io_fan.png
The bar under the picture is 20 um long.
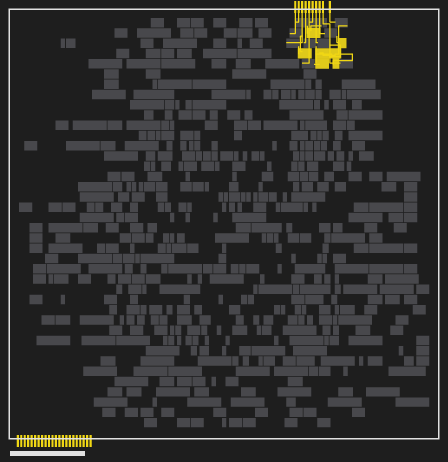
clk_routes.png
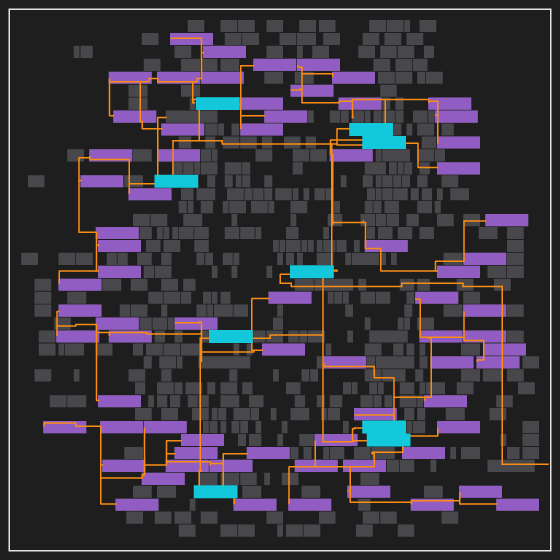
layer_met1.png
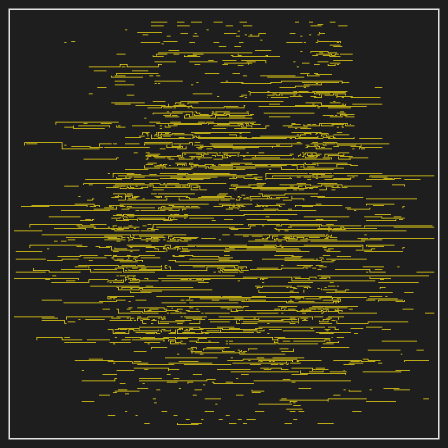
<file path="config.mk">
export PLATFORM = sky130hd
export DESIGN_NAME = sll32_iter
export DESIGN_NICKNAME = d
export VERILOG_FILES = /design/src/rtl/sll_pkg.sv /design/src/rtl/sll_step.sv /design/src/rtl/sll32_iter.sv
export SDC_FILE = /design/constraint.sdc
export NUM_CORES = 1
export LEC_CHECK = 0
export CAP_MARGIN = 20
export CORE_MARGIN = 2
export CORE_UTILIZATION = 35
export CTS_CLUSTER_DIAMETER = 80
export CTS_CLUSTER_SIZE = 30
export DETAILED_ROUTE_END_ITERATION = 8
export GPL_TIMING_DRIVEN = 0
export HOLD_SLACK_MARGIN = 0.1
export SETUP_SLACK_MARGIN = 0.4
export SYNTH_ARGS = -nofsm -noshare
export SYNTH_HDL_FRONTEND = slang
export SYNTH_SLANG_ARGS = --single-unit
</file>
<file path="constraint.sdc">
create_clock -name clk -period 3.1 [get_ports clk]
set_input_delay 0.31 -clock clk [delete_from_list [all_inputs] [get_ports clk]]
set_output_delay 0.31 -clock clk [all_outputs]
set_load 0.01 [all_outputs]
</file>
<file path="src/rtl/sll_pkg.sv">
// sll_pkg
// Shared definitions for the iterative 32-bit shift-left unit: datapath and
// shift-amount widths, where the shift amount lives inside the B operand for
// the SLL (fixed) and SLLV (variable) forms, and the FSM state type.
// Optional feature macro used by the files that import this package:
//   SLL32_ITER_OVF_EN - enables signed-overflow tracking on the ovf output.
package sll_pkg;

    localparam int DATA_W        = 32;
    localparam int SHAMT_W       = 5;
    localparam int SHAMT_FIX_LSB = 6;
    localparam int SHAMT_VAR_LSB = 0;

    typedef enum logic [1:0] {
        IDLE  = 2'd0,
        SHIFT = 2'd1,
        DONE  = 2'd2
    } state_t;

endpackage

</file>
<file path="src/rtl/sll_step.sv">
// sll_step
// Combinational single-iteration shifter. Shifts the incoming value left by
// min(i_cnt, STEP) positions and reports how many positions were used, so
// the caller can decrement its remaining-count register.
// With SLL32_ITER_OVF_EN defined it also reports o_mismatch: high when any
// bit shifted out of the top, or the new sign bit, differs from the old
// sign bit. Without the macro that port and its logic do not exist.
// Ports:
//   i_val      in  32  value to shift
//   i_cnt      in  5   remaining shift amount
//   o_val      out 32  shifted value, zero-filled from the right
//   o_used     out 5   shift amount applied this iteration
//   o_mismatch out 1   sign mismatch flag (macro builds only)
module sll_step
    import sll_pkg::*;
#(
    parameter int STEP = 4
) (
    input  logic [DATA_W-1:0]  i_val,
    input  logic [SHAMT_W-1:0] i_cnt,
    output logic [DATA_W-1:0]  o_val,
    output logic [SHAMT_W-1:0] o_used
`ifdef SLL32_ITER_OVF_EN
    ,
    output logic               o_mismatch
`endif
);

    localparam logic [SHAMT_W-1:0] STEP_AMT = SHAMT_W'(STEP);

    logic [SHAMT_W-1:0] w_amt;

    assign w_amt  = (i_cnt < STEP_AMT) ? i_cnt : STEP_AMT;
    assign o_used = w_amt;
    assign o_val  = i_val << w_amt;

`ifdef SLL32_ITER_OVF_EN
    // Bits 31-1 .. 31-amt end up either shifted out or as the new sign bit;
    // the value stays representable only if all of them match the old sign.
    always_comb begin
        o_mismatch = 1'b0;
        for (int j = 1; j <= STEP; j++) begin
            if ((SHAMT_W'(j) <= w_amt) && (i_val[DATA_W-1-j] != i_val[DATA_W-1])) begin
                o_mismatch = 1'b1;
            end
        end
    end
`endif

endmodule

</file>
<file path="src/rtl/sll32_iter.sv">
// sll32_iter
// Iterative 32-bit shift-left unit for the SLL/SLLV path. A start pulse in
// IDLE captures A and the shift amount; the SHIFT state then moves up to
// STEP bit positions per clock until the count is exhausted, and DONE
// publishes the result. The done pulse and the o/ovf registers update on the
// clock after DONE, at which point the FSM is already back in IDLE and can
// accept a new start.
// Optional feature macro: SLL32_ITER_OVF_EN (signed overflow tracking). When
// undefined the ovf port is tied low.
// Ports:
//   clk      in  1   system clock, rising edge
//   rst_n    in  1   asynchronous active-low reset
//   start    in  1   request, only honoured in IDLE
//   var_sel  in  1   1: shamt = B[4:0] (SLLV), 0: shamt = B[10:6] (SLL)
//   A        in  32  operand
//   B        in  32  shift-amount source
//   busy     out 1   high while the FSM is outside IDLE
//   done     out 1   one-cycle pulse, o/ovf valid
//   o        out 32  A << shamt, zero-filled
//   ovf      out 1   signed overflow flag
module sll32_iter
    import sll_pkg::*;
#(
    parameter int STEP = 4
) (
    input  logic              clk,
    input  logic              rst_n,
    input  logic              start,
    input  logic              var_sel,
    input  logic [DATA_W-1:0] A,
    input  logic [DATA_W-1:0] B,
    output logic              busy,
    output logic              done,
    output logic [DATA_W-1:0] o,
    output logic              ovf
);

    state_t             r_state;
    logic [DATA_W-1:0]  r_acc;
    logic [SHAMT_W-1:0] r_cnt;
    logic [DATA_W-1:0]  r_o;
    logic               r_done;

    logic [SHAMT_W-1:0] w_shamt;
    logic [DATA_W-1:0]  w_shifted;
    logic [SHAMT_W-1:0] w_used;
    logic [SHAMT_W-1:0] w_cntNext;
    logic               w_unusedB;

    // Only one 5-bit field of B matters for a given request; the rest is
    // folded into a deliberately unused wire.
    assign w_shamt   = var_sel ? B[SHAMT_VAR_LSB +: SHAMT_W] : B[SHAMT_FIX_LSB +: SHAMT_W];
    assign w_unusedB = &{1'b0, B[DATA_W-1:SHAMT_FIX_LSB+SHAMT_W], B[SHAMT_FIX_LSB-1:SHAMT_VAR_LSB+SHAMT_W]};
    assign w_cntNext = r_cnt - w_used;

`ifdef SLL32_ITER_OVF_EN
    logic r_ovfAcc;
    logic r_ovf;
    logic w_mismatch;

    sll_step #(
        .STEP       (STEP)
    ) u_step (
        .i_val      (r_acc),
        .i_cnt      (r_cnt),
        .o_val      (w_shifted),
        .o_used     (w_used),
        .o_mismatch (w_mismatch)
    );

    // Overflow is sticky across SHIFT iterations: once any iteration sees a
    // bit disagree with the sign, the full shift cannot be representable.
    // It is cleared on accept so a zero-length shift reports no overflow.
    always_ff @(posedge clk or negedge rst_n) begin
        if (!rst_n) begin
            r_ovfAcc <= 1'b0;
            r_ovf    <= 1'b0;
        end else begin
            if (r_state == IDLE && start) begin
                r_ovfAcc <= 1'b0;
            end else if (r_state == SHIFT) begin
                r_ovfAcc <= r_ovfAcc | w_mismatch;
            end
            if (r_state == DONE) begin
                r_ovf <= r_ovfAcc;
            end
        end
    end

    assign ovf = r_ovf;
`else
    sll_step #(
        .STEP   (STEP)
    ) u_step (
        .i_val  (r_acc),
        .i_cnt  (r_cnt),
        .o_val  (w_shifted),
        .o_used (w_used)
    );

    assign ovf = 1'b0;
`endif

    // Main control FSM plus accumulator/counter. done is registered from the
    // DONE state, so it rises together with the o update and the return to
    // IDLE; that is what allows a back-to-back start in the done cycle.
    always_ff @(posedge clk or negedge rst_n) begin
        if (!rst_n) begin
            r_state <= IDLE;
            r_acc   <= '0;
            r_cnt   <= '0;
            r_o     <= '0;
            r_done  <= 1'b0;
        end else begin
            r_done <= (r_state == DONE);
            case (r_state)
                IDLE: begin
                    if (start) begin
                        r_acc   <= A;
                        r_cnt   <= w_shamt;
                        r_state <= (w_shamt != '0) ? SHIFT : DONE;
                    end
                end
                SHIFT: begin
                    r_acc <= w_shifted;
                    r_cnt <= w_cntNext;
                    if (w_cntNext == '0) begin
                        r_state <= DONE;
                    end
                end
                DONE: begin
                    r_o     <= r_acc;
                    r_state <= IDLE;
                end
                default: begin
                    r_state <= IDLE;
                end
            endcase
        end
    end

    assign busy = (r_state != IDLE);
    assign done = r_done;
    assign o    = r_o;

endmodule

</file>
==> flow_summary.yaml <==
# flow metrics
final_timing:
  finClkSkew_ns: 0.003847
  min_period_over_period_pct: 83.45
  hold_ws_ns: 0.3081
  setup_tns_ns: 0
  fin_crit_ns: 2.587
  worst_slack_ns: 0.5130
  rsz0062_at_grt: "false"
  slew_viol_final: 0
  maxSlewHeadroom_pct: 48.37
  worst_pin_slew_ns: 0.7636
  max_clock_freq_mhz: 386.6
  setup_viol: 0
global_route:
  antenna_found_initial: 0
  first_global_vias: 3829
  grtUsageMet3_pct: 4.888
  grt.overflow.total: 0
  grt_use_met2_pct: 35.13
  grt_max_degree: 71
  grtUsageMet1_pct: 30.29
  grt_pass1_wl_um: 21820
  grt_usage_pct: 22.14
  top_usage_layer: "met2"
logic_synthesis:
  synth_top_cell_by_area: "dfrtp_1"
  ff_type: "dfrtp_1"
  edf_count: 0
  syn_nets: 483
  yosysMostFrequentCell: "dfrtp_1"
  ys_sh_aoi_pct: 23.39
  synthMuxAreaShare_pct: 17.73
  netlist_instances: 414
  syn_avg_cell_area_um2: 10.14
  yosys_cells: 414
  async_flop_share_pct: 100.0
  ys_sh_simple_pct: 10.37
  ys_seq_share_pct: 42.91
  synthTopCellsByArea: "dfrtp_1, mux2_2, mux2i_1"
  yosys_area_mm2: 0.004199
  fa_ha_area_share_pct: 0.2980
  synth_cell_types: 62
  netlist_area_mm2: 0.004199
  top_logic_kind: "AND-OR/OR-AND gates"
  ys.flops: 72
cts:
  cts_resized: 1
  htree_levels: 3
  cts_buffers: 9
  clk_pin_slew_ns: 0.06
  cts_num_sinks: 72
  cts_tree: "built"
  post_cts_buffers: 0
  ctsRootBufferMaster: "clkbuf_16"
  clkLatencyLatePin_ns: 0.34
  cts_hold_buf: 1
critical_path:
  endpoint: "r_acc[14]"
  rr_startpoint: "r_cnt[2]"
  r2r-end: "r_acc[14]"
  startpoint: "r_cnt[2]"
  ff2ff_setup_slack_ns: 0.51
  path_class: "reg2reg"
  path_delay_family: "simple AND/OR/NAND/NOR gates"
  cp_slowest_cell: "nor4b_1"
  cp-end-kind: "flop"
  critPathLaunchType: "flop"
  path_max_fanout: 10
  cp_cell_sequence: "clkbuf_1, nor4b_1, nand2_1, buf_2, o221ai_1, o211a_1"
  slowest_delay_ns: 0.72
  crit_buf_inv: 2
  path_depth: 6
  crit_required_ns: 3.37
cells_and_area:
  num-multi-input-gates: 293
  ff_latch_area_mm2: 0.001802
  clkbuf_count: 12
  comb_area_mm2: 0.002190
  clkCellAreaFrac_pct: 6.015
  flops: 72
  sh_comb_area_pct: 39.57
  non_clock_buffer_count: 118
  buffer_area_share_pct: 17.84
  lay_top_count: "clkdlybuf4s50_1"
  most-common-layout-cells: "clkdlybuf4s50_1, dfrtp_1, mux2_2"
  largest_cell_class: "logic gates"
  num_antenna_cells: 0
  area_growth_pct: 31.76
  drive_gt1_share_pct: 14.54
  finish.instance_area_mm2: 0.005533
  final_cell_count_no_fill: 656
  nNonClkInverters: 10
  layout.nets: 573
  sh_seq_area_pct: 32.56
  fillers: 1125
  finish.utilization_pct: 46.65
power:
  clkPwrFrac_pct: 17.9
  maxPowerGroup: "combinational cells"
  p_int_mw: 3.785
  power_mw: 6.398
  seq-power_mw: 1.91
  p_comb_mw: 3.34
  swShare_pct: 40.84
  pwr_density_cell_mw_per_mm2: 1156
  p_sw_mw: 2.613
  combPwrFrac_pct: 52.2
  p_leak_nw: 2.251
  p_clk_mw: 1.15
  power.share.sequential_pct: 29.9
  vdd_drop_max_uv: 382.4
routing:
  wl_um: 13870
  wl_met2_um: 6649
  routed-via-count: 3932
  firstDrtPassIters: 7
  routed.top_layer: "met4"
  wl_met3_um: 945
  post_drt_via_cell_ratio: 5.994
  drt_iter0_drc: 382
  wl_per_cell_um: 21.14
  drcViolationCount: 0
  route.antenna.remaining_nets: 0
job:
  openroad.warnings: 48
  cap_violations: 0
placement:
  dp_hpwl_um: 9729
  place_congestion: 0.9129
  preCtsSetupSlack_ns: 0.3185
  place_inst: 639
  io_buffer_count: 77
floorplanning:
  ios: 103
  die_area_mm2: 0.01289
  core-area_mm2: 0.01186
  fp_util_pct: 35.40
  taps: 147
  die_h_um: 113.5
min_path:
  min_path_type: "in2async"
run_status:
  status: "complete, no violations"
Back to the opening pictures, io_fan.png:
legend:
  B:
    colour: yellow
    bits: 32
    direction: input
    end_cells: 7
    buffers: 10
    wire: 152 um

Back to the opening pictures, clk_routes.png:
legend:
  clock wires:
    colour: orange
    length: 1,030 um
  flip-flops:
    colour: purple
    count: 72
  clock drivers:
    colour: cyan
    count: 9
flops lie: all over the die
routed clock nets: 10

Back to the opening pictures, layer_met1.png:
main direction: horizontal
wire length on this layer: 6,070 um
nets with wire on the layer: 503
share of all routed wire: 44%

Power is estimated from default activity; no workload was simulated.
